Figure 1. Cell classes on the final placement (run 1).
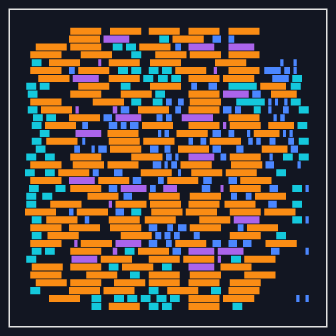
Figure 2. Wiring heat map (run 1).
The die is cut into 22 by 22 equal tiles; dark blue is low, red is high, scaled to the fullest tile. Values are wire area over tile area, all layers added.
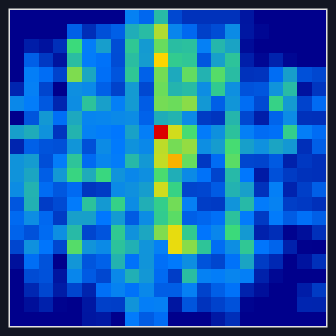
Figure 3. The clock network (run 1).
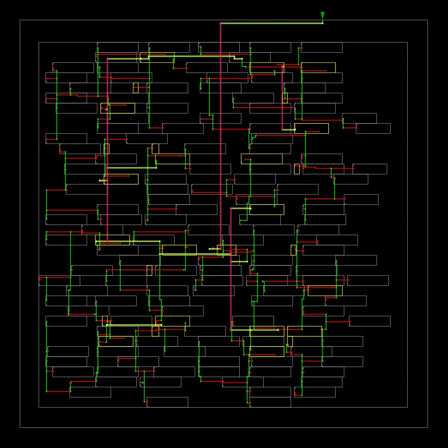
[src/rtl/fpu_pkg.sv]
// Shared floating-point compare types, widths and field helpers.
package fpu_pkg;

  localparam int         FP_W       = 32;
  localparam int         CMP_RES_W  = 8;
  localparam logic [7:0] FP_EXP_MAX = 8'hFF;

  typedef enum logic [1:0] {
    CMP_EQ,
    CMP_LE,
    CMP_LT
  } cmp_op_t;

  // Operand classification carried from the holding registers into stage 1.
  typedef struct packed {
    logic            nan_a;
    logic            nan_b;
    logic            both_zero;
    logic            sign_a;
    logic            sign_b;
    logic [FP_W-2:0] mag_a;
    logic [FP_W-2:0] mag_b;
  } cls_t;

  // Exponent all ones with a non-zero mantissa; infinities are not NaN.
  function automatic logic fp_is_nan(input logic [FP_W-1:0] x);
    return (x[30:23] == FP_EXP_MAX) && (x[22:0] != 23'd0);
  endfunction

endpackage

[src/rtl/axis_hold.sv]
// One-entry operand holding register with a full flag.
module axis_hold
  import fpu_pkg::*;
#(
  parameter int W = FP_W
) (
  input  logic         aclk,
  input  logic         aresetn,
  input  logic         load,
  input  logic         clear,
  input  logic [W-1:0] load_data,
  output logic [W-1:0] data,
  output logic         full
);

  // Full flag: a new transfer wins over the clear of the pair being issued.
  always_ff @(posedge aclk or negedge aresetn) begin
    if (!aresetn) begin
      full <= 1'b0;
    end else if (load) begin
      full <= 1'b1;
    end else if (clear) begin
      full <= 1'b0;
    end
  end

  // Payload capture.
  // NOTE: the payload has no reset; the full flag alone says whether it means anything.
  always_ff @(posedge aclk) begin
    if (load) begin
      data <= load_data;
    end
  end

endmodule

[src/rtl/fcmp_axis.sv]
// AXI-Stream IEEE-754 single-precision comparator: pair A/B, classify, compare.
module fcmp_axis
  import fpu_pkg::*;
#(
  parameter cmp_op_t CMP_OP = CMP_EQ
) (
  input  logic                 aclk,
  input  logic                 aresetn,
  input  logic [FP_W-1:0]      s_axis_a_tdata,
  input  logic                 s_axis_a_tvalid,
  output logic                 s_axis_a_tready,
  input  logic [FP_W-1:0]      s_axis_b_tdata,
  input  logic                 s_axis_b_tvalid,
  output logic                 s_axis_b_tready,
  output logic [CMP_RES_W-1:0] m_axis_result_tdata,
  output logic                 m_axis_result_tvalid,
  input  logic                 m_axis_result_tready
);

  logic            a_full, b_full;
  logic [FP_W-1:0] a_data, b_data;
  logic            a_load, b_load;
  logic            s2_en, s1_ready, issue;
  logic            s1_valid;
  cls_t            s1, cls_next;
  logic            is_eq, is_lt, sel, cmp_res;

  // The output register moves whenever it is empty or being drained; stage 1
  // follows it, and a pair issues only into a stage 1 that will have room.
  assign s2_en    = ~m_axis_result_tvalid | m_axis_result_tready;
  assign s1_ready = ~s1_valid | s2_en;
  assign issue    = a_full & b_full & s1_ready;

  // Reset holds off both inputs so nothing is taken while state is cleared.
  assign s_axis_a_tready = aresetn & (~a_full | issue);
  assign s_axis_b_tready = aresetn & (~b_full | issue);
  assign a_load          = s_axis_a_tvalid & s_axis_a_tready;
  assign b_load          = s_axis_b_tvalid & s_axis_b_tready;

  axis_hold #(.W(FP_W)) u_hold_a (
    .aclk      (aclk),
    .aresetn   (aresetn),
    .load      (a_load),
    .clear     (issue),
    .load_data (s_axis_a_tdata),
    .data      (a_data),
    .full      (a_full)
  );

  axis_hold #(.W(FP_W)) u_hold_b (
    .aclk      (aclk),
    .aresetn   (aresetn),
    .load      (b_load),
    .clear     (issue),
    .load_data (s_axis_b_tdata),
    .data      (b_data),
    .full      (b_full)
  );

  // Classify the held pair; +0 and -0 are folded together via both_zero.
  // NOTE: every combinational output gets a default first so no latch is inferred.
  always_comb begin
    cls_next           = '0;
    cls_next.nan_a     = fp_is_nan(a_data);
    cls_next.nan_b     = fp_is_nan(b_data);
    cls_next.both_zero = (a_data[FP_W-2:0] == '0) && (b_data[FP_W-2:0] == '0);
    cls_next.sign_a    = a_data[FP_W-1];
    cls_next.sign_b    = b_data[FP_W-1];
    cls_next.mag_a     = a_data[FP_W-2:0];
    cls_next.mag_b     = b_data[FP_W-2:0];
  end

  // Stage 1 valid bit.
  always_ff @(posedge aclk or negedge aresetn) begin
    if (!aresetn) begin
      s1_valid <= 1'b0;
    end else if (s1_ready) begin
      s1_valid <= issue;
    end
  end

  // Stage 1 classification payload, loaded only when a pair issues.
  always_ff @(posedge aclk) begin
    if (issue) begin
      s1 <= cls_next;
    end
  end

  // Ordering from sign and magnitude; denormals and infinities need no special case.
  always_comb begin
    is_eq   = 1'b0;
    is_lt   = 1'b0;
    sel     = 1'b0;
    cmp_res = 1'b0;

    is_eq = s1.both_zero | ((s1.sign_a == s1.sign_b) & (s1.mag_a == s1.mag_b));

    if (s1.both_zero) begin
      is_lt = 1'b0;
    end else if (s1.sign_a != s1.sign_b) begin
      is_lt = s1.sign_a;
    end else if (!s1.sign_a) begin
      is_lt = s1.mag_a < s1.mag_b;
    end else begin
      is_lt = s1.mag_a > s1.mag_b;
    end

    unique case (CMP_OP)
      CMP_EQ:  sel = is_eq;
      CMP_LE:  sel = is_eq | is_lt;
      CMP_LT:  sel = is_lt;
      default: sel = 1'b0;
    endcase

    cmp_res = ~(s1.nan_a | s1.nan_b) & sel;
  end

  // Output register; holds data and valid steady while stalled.
  always_ff @(posedge aclk or negedge aresetn) begin
    if (!aresetn) begin
      m_axis_result_tvalid <= 1'b0;
      m_axis_result_tdata  <= '0;
    end else if (s2_en) begin
      m_axis_result_tvalid <= s1_valid;
      if (s1_valid) begin
        m_axis_result_tdata <= {{(CMP_RES_W-1){1'b0}}, cmp_res};
      end
    end
  end

endmodule

[config.mk]
export PLATFORM = sky130hd
export DESIGN_NAME = fcmp_axis
export DESIGN_NICKNAME = d
export VERILOG_FILES = /design/src/rtl/fpu_pkg.sv /design/src/rtl/axis_hold.sv /design/src/rtl/fcmp_axis.sv
export SDC_FILE = /design/constraint.sdc
export NUM_CORES = 1
export LEC_CHECK = 0
export ABC_CLOCK_PERIOD_IN_PS = 8500
export CAP_MARGIN = 40
export CELL_PAD_IN_SITES_DETAIL_PLACEMENT = 1
export CELL_PAD_IN_SITES_GLOBAL_PLACEMENT = 1
export CORE_MARGIN = 5
export CORE_UTILIZATION = 48
export DETAILED_ROUTE_END_ITERATION = 8
export PLACE_DENSITY = 0.94
export SLEW_MARGIN = 10
export SYNTH_ARGS = -nofsm -noshare
export SYNTH_HDL_FRONTEND = slang
export SYNTH_SLANG_ARGS = --single-unit
[constraint.sdc]
create_clock -name aclk -period 8.5 [get_ports aclk]
set_clock_uncertainty 0.05 [all_clocks]
set_input_delay 1.7 -clock aclk [delete_from_list [all_inputs] [get_ports aclk]]
set_output_delay 1.7 -clock aclk [all_outputs]
set_load 0.02 [all_outputs]
==> flow_metrics.py, run 1 <==
# Metrics from the implementation run
metrics = {
    "final_layout": {
        "logic_area_um2": 668.1,
        "layout_top_cell": "sky130_fd_sc_hd__edfxtp_1",
        "layout.cells.largest_class": "registers",
        "comb_area_share_pct": 10.84,
        "registers.top_by_ff_count": "s1",
        "num-fill-cells": 827,
        "finish.cell_count_without_fillers": 474,
    },
    "die": {
        "die_height_um": 109.4,
        "well_tap_count": 133,
        "design.core.area_um2": 9684,
    },
    "routing": {
        "wl_met2_um": 5666,
        "1st_pass_router_iterations": 4,
        "wl_met1_um": 3910,
        "met3_length_um": 539,
        "tally_of_nets_with_antenna_violations_remaining_after_routing": 0,
        "detail_route.wl_per_cell_um": 21.68,
        "initialDrtViolationCount": 181,
    },
    "final_timing": {
        "worst_pin_slew_ns": 0.8589,
        "min_period_over_period_pct": 61.30,
        "hold_ws_ns": 0.3761,
        "rsz0062_at_grt": "no",
        "post-route-worst-setup-slack_ns": 3.289,
    },
    "power": {
        "total_leakage_power_nw": 1.996,
        "p_comb_mw": 0.215,
        "fin_total_pwr_mw": 1.757,
    },
    "global_route": {
        "grt_antenna_before_repair": 0,
        "grt_max_degree": 68,
        "global_route.overflow_total": 0,
        "via_count_of_the_first_global_routing_pass": 2732,
        "groute.usage.overall_pct": 18.99,
    },
    "logic_synthesis": {
        "synthesis.area_um2": 4738,
        "topCellsByArea": "sky130_fd_sc_hd__edfxtp_1 83%, sky130_fd_sc_hd__xnor2_1 5.9%, sky130_fd_sc_hd__dfrtp_1 2.6%",
        "seq_area_frac_synth_pct": 85.66,
        "synth_stat.cells": 239,
        "syn-mean-instance-area_um2": 19.83,
        "syn_inst": 239,
        "synth_flop_count": 136,
    },
    "place": {
        "post-place-cells": 446,
        "globalplace.congestion": 0.8514,
        "dpl_worst_slack_ns": 3.291,
    },
    "status": {
        "outcome": "finished, final reports clean",
    },
    "clock_network": {
        "clock_tree.buffer_depth": 2,
    },
    "setup_path": {
        "r2r_end": "s1[42]",
        "worst-endpoint-arrival_ns": 3.46,
        "cpMostUsedCell": "sky130_fd_sc_hd__clkdlybuf4s50_1",
        "end_kind": "output port",
        "timing.critical_path.cells": "clkdlybuf4s50_1 -> nand3b_1 -> nand3_1 -> nand2_1 -> and2_1 -> clkdlybuf4s50_1",
        "worstSetupStartpoint": "m_axis_result_tready",
        "ff2ff_setup_slack_ns": 6.52,
    },
    "job": {
        "tool_warnings": 26,
    },
}
About Figure 1:
- clock drivers and dummy loads: purple (cells 28; share of their area 8.1%)
- all other logic: blue (cells 102; share of their area 11%)
- flip-flops: orange (cells 136; share of their area 68%)
- other buffers and delay cells: cyan (cells 75; share of their area 13%)
proportion of cell area occupied by registers: 65.84%
standard-cell rows: 36

About Figure 2:
- emptiest ninth of the die: south-east
- fullest tile: 0.59
- tiles over half the peak: 6.4%
- nearly empty tiles: 15%
- mean over tiles: 0.13

About Figure 3:
clock buffer instance count of the final layout: 19
power dissipated in the clock network: 0.615 mW

Figure 4. Clock network drawn from the DEF (run 1).
Scale bar: 20 um.
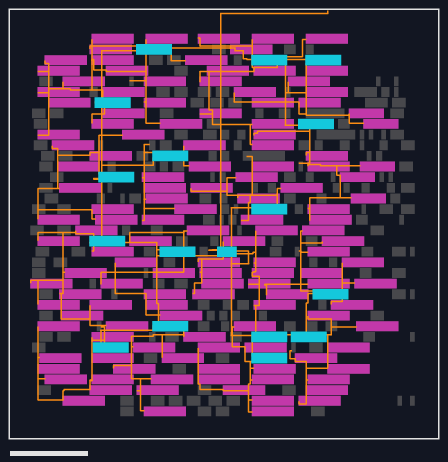

--- run 2 (diff from run 1) ---
- ABC_CLOCK_PERIOD_IN_PS: 8500 -> 4450
- CORE_UTILIZATION: 48 -> 40
- PLACE_DENSITY: 0.94 -> 0.84
- clock period: 8.5 -> 4.45 ns (I/O delays scaled with it)
Figure 5. Clock network drawn from the DEF (run 2).
Scale bar: 20 um.
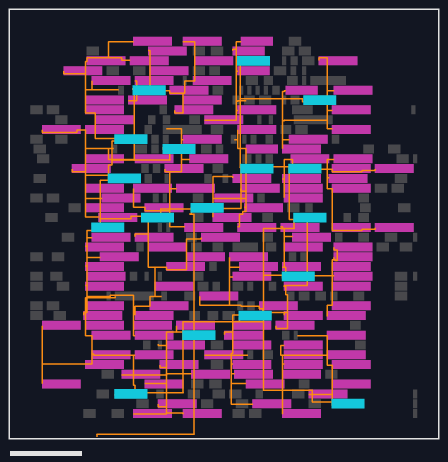
- cells driving clock nets: cyan (count 17)
- clock wires: orange (length 1550 um)
- flip-flops: magenta (count 136)
- routed clock nets: 18
clock share of power: 38.1%
power dissipated in the clock network: 1.35 mW
clock network latency to the later pin of the worst-skew pair: 0.42 ns

==> flow_metrics.py, run 2 <==
# Metrics from the implementation run
metrics = {
    "status": {
        "outcome": "finished, final reports clean",
    },
    "setup_path": {
        "r2r_end": "s1[31]",
        "worst-r2r-cell-count": 4,
        "worstSetupStartpoint": "m_axis_result_tready",
        "slowest_delay_ns": 0.62,
        "end_kind": "output port",
        "worst-endpoint-arrival_ns": 2.69,
        "timing.critical_path.cells": "clkdlybuf4s50_1 -> nand3b_1 -> nand3_1 -> nand2_1 -> and2_1 -> clkdlybuf4s50_1",
        "cpMostUsedCell": "sky130_fd_sc_hd__clkdlybuf4s50_1",
        "worst_setup_path_start_kind": "input pin",
        "ff2ff_setup_slack_ns": 2.36,
    },
    "logic_synthesis": {
        "syn_inst": 239,
        "synth_stat.cells": 239,
        "syn-mean-instance-area_um2": 19.83,
        "synth_flop_count": 136,
        "synth_top_cell_by_area": "sky130_fd_sc_hd__edfxtp_1",
        "topCellsByArea": "sky130_fd_sc_hd__edfxtp_1 83%, sky130_fd_sc_hd__xnor2_1 5.9%, sky130_fd_sc_hd__dfrtp_1 2.6%",
        "seq_area_frac_synth_pct": 85.66,
        "synthesis.area_um2": 4738,
    },
    "final_timing": {
        "rsz0062_at_grt": "no",
        "post-route-worst-setup-slack_ns": 0.8198,
        "min_period_over_period_pct": 81.58,
        "hold_ws_ns": 0.3983,
        "worst_pin_slew_ns": 0.7685,
    },
    "die": {
        "die_height_um": 118.8,
        "well_tap_count": 143,
        "design.core.area_um2": 11520,
    },
    "global_route": {
        "via_count_of_the_first_global_routing_pass": 2735,
        "groute.usage.overall_pct": 15.83,
        "global_route.overflow_total": 0,
        "grt_antenna_before_repair": 0,
        "grt_max_degree": 37,
        "grt_use_met3_pct": 5.166,
    },
    "routing": {
        "wl_met2_um": 5530,
        "1st_pass_router_iterations": 4,
        "met3_length_um": 502,
        "detail_route.wl_per_cell_um": 21.40,
        "wl_um": 10420,
        "initialDrtViolationCount": 111,
        "wl_met1_um": 4093,
        "tally_of_nets_with_antenna_violations_remaining_after_routing": 0,
    },
    "final_layout": {
        "ff_latch_area_um2": 4059,
        "logic_area_um2": 660.6,
        "layout_top_cell": "sky130_fd_sc_hd__edfxtp_1",
        "finish.cell_count_without_fillers": 487,
        "n_clock_buffer": 20,
        "layout.cells.largest_class": "registers",
        "comb_area_share_pct": 10.58,
        "antenna_diode_instance_count": 0,
        "area.share.sequential_pct": 64.98,
        "num-multi-input-gates": 101,
        "registers.top_by_ff_count": "s1",
        "num-fill-cells": 1043,
        "area_growth_pct": 31.82,
        "finalNetCount": 401,
    },
    "worst_hold_path": {
        "min-delay-path-class": "reg2reg",
        "hold_depth": 0,
    },
    "power": {
        "p_comb_mw": 0.420,
        "fin_total_pwr_mw": 3.543,
        "total_leakage_power_nw": 2.035,
    },
    "clock_network": {
        "clock_tree.buffer_depth": 2,
        "postCtsSetupBuffers": 0,
    },
    "place": {
        "dpl_worst_slack_ns": 0.8798,
        "globalplace.congestion": 0.8266,
        "post-place-cells": 456,
    },
    "job": {
        "tool_warnings": 26,
    },
}
Figure 6. Cell classes on the final placement (run 2).
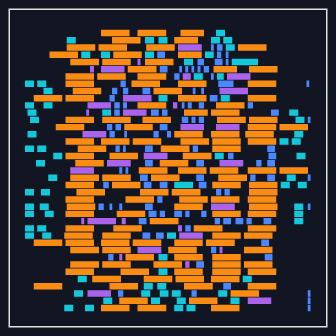
- other buffers and delay cells: cyan (cells 75; share of their area 13%)
- all other logic: blue (cells 102; share of their area 11%)
- clock drivers and dummy loads: purple (cells 31; share of their area 9.4%)
- flip-flops: orange (cells 136; share of their area 67%)
standard-cell rows: 39
Layout Cell Area excl Fill: 6246 um^2

Figure 7. Signal wires on met4 (run 2).
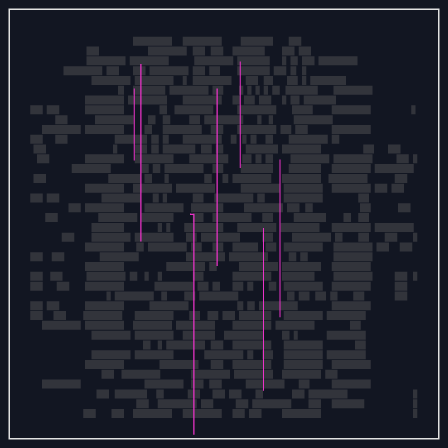

--- run 3 (diff from run 2) ---
- ABC_CLOCK_PERIOD_IN_PS: 4450 -> 3200
- clock period: 4.45 -> 3.2 ns (I/O delays scaled with it)
Figure 8. Signal wires on met4 (run 3).
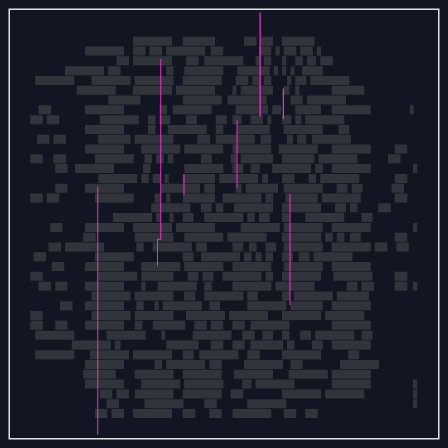
- nets with wire on the layer: 3
- share of all routed wire: 2.2%

==> flow_metrics.py, run 3 <==
# Metrics from the implementation run
metrics = {
    "die": {
        "well_tap_count": 143,
        "die_height_um": 118.8,
        "initCoreUtil_pct": 41.15,
        "design.core.area_um2": 11520,
        "fp-row-count": 39,
    },
    "logic_synthesis": {
        "seq_area_frac_synth_pct": 85.66,
        "syn_inst": 239,
        "topCellsByArea": "sky130_fd_sc_hd__edfxtp_1 83%, sky130_fd_sc_hd__xnor2_1 5.9%, sky130_fd_sc_hd__dfrtp_1 2.6%",
        "post_synth_num_cell_types": 17,
        "synth_stat.cells": 239,
        "synth_top_cell_by_area": "sky130_fd_sc_hd__edfxtp_1",
        "syn-mean-instance-area_um2": 19.83,
        "synth.cells.most_frequent": "131 x sky130_fd_sc_hd__edfxtp_1, 32 x sky130_fd_sc_hd__xnor2_1, 16 x sky130_fd_sc_hd__nor4_1",
        "synthesis.area_um2": 4738,
        "synth_flop_count": 136,
    },
    "final_layout": {
        "logic_area_um2": 660.6,
        "n_clock_buffer": 18,
        "num-fill-cells": 1059,
        "num-multi-input-gates": 101,
        "registers.top_by_ff_count": "s1",
        "antenna_diode_instance_count": 0,
        "layout.cells.largest_class": "registers",
        "numSequentialCells": 136,
        "layout_top_cell": "sky130_fd_sc_hd__edfxtp_1",
        "finalInstanceArea_um2": 6322,
        "finalNetCount": 402,
        "drive_above_1_share_pct": 10.72,
        "fin_util_pct": 54.90,
        "finish.cell_count_without_fillers": 488,
        "comb_area_share_pct": 10.45,
        "area_growth_pct": 33.43,
        "ff_latch_area_um2": 4059,
        "layout.buffer.nonclock.area_share_pct": 12.07,
        "area.share.sequential_pct": 64.20,
    },
    "global_route": {
        "via_count_of_the_first_global_routing_pass": 2664,
        "grt_antenna_before_repair": 0,
        "global_route.overflow_total": 0,
        "grt_max_degree": 68,
        "grt_use_met3_pct": 3.791,
        "groute.usage.overall_pct": 15.16,
    },
    "final_timing": {
        "rsz0062_at_grt": "no",
        "min_period_over_period_pct": 90.81,
        "hold_ws_ns": 0.3798,
        "maxSlewViolCount": 0,
        "fin_crit_ns": 2.906,
        "post-route-worst-setup-slack_ns": 0.2940,
    },
    "setup_path": {
        "r2r_end": "u_hold_a.data[12]",
        "ff2ff_setup_slack_ns": 1.41,
        "end_kind": "output port",
        "cpMostUsedCell": "sky130_fd_sc_hd__clkdlybuf4s50_1",
        "worst-endpoint-arrival_ns": 2.22,
        "slowest_delay_ns": 0.60,
        "worst-r2r-cell-count": 5,
        "worstSetupStartpoint": "m_axis_result_tready",
        "worst_setup_path_start_kind": "input pin",
        "timing.critical_path.cells": "clkdlybuf4s50_1 -> nand3b_1 -> nand3_1 -> nand2_1 -> and2_1 -> clkdlybuf4s50_1",
    },
    "place": {
        "globalplace.congestion": 0.8351,
        "dpl_worst_slack_ns": 0.2765,
        "io_buffers": 72,
        "post-place-cells": 457,
    },
    "power": {
        "p_comb_mw": 0.572,
        "total_leakage_power_nw": 2.067,
        "fin_total_pwr_mw": 5.196,
        "p_clk_share_pct": 41.6,
        "clock_net_power_mw": 2.16,
        "power.internal_mw": 4.011,
        "sequentialPowerShare_pct": 47.3,
    },
    "routing": {
        "wl_met1_um": 4027,
        "detail_route.wl_per_cell_um": 20.47,
        "tally_of_nets_with_antenna_violations_remaining_after_routing": 0,
        "1st_pass_router_iterations": 4,
        "met3_length_um": 426,
        "wl_um": 9991,
        "initialDrtViolationCount": 171,
        "wl_met2_um": 5319,
    },
    "worst_hold_path": {
        "min-delay-path-class": "reg2reg",
        "hold_depth": 0,
    },
    "status": {
        "outcome": "finished, final reports clean",
    },
    "clock_network": {
        "clock_tree.buffer_depth": 2,
        "postCtsSetupBuffers": 0,
        "worst_skew_pair.late_latency_ns": 0.42,
    },
    "job": {
        "tool_warnings": 26,
    },
}
Figure 9. Clock network drawn from the DEF (run 3).
Scale bar: 20 um.
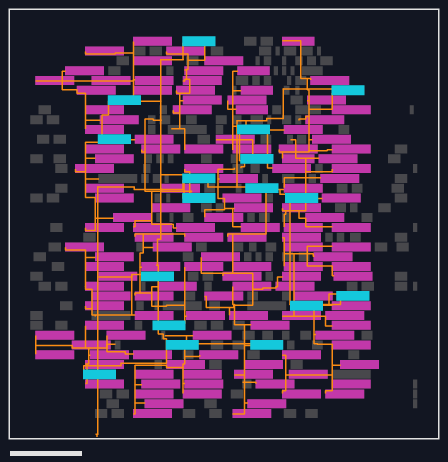
- cells driving clock nets: cyan (count 17)
- flip-flops: magenta (count 136)
- clock wires: orange (length 1590 um)
- routed clock nets: 18

Power and IR drop assume default switching activity.
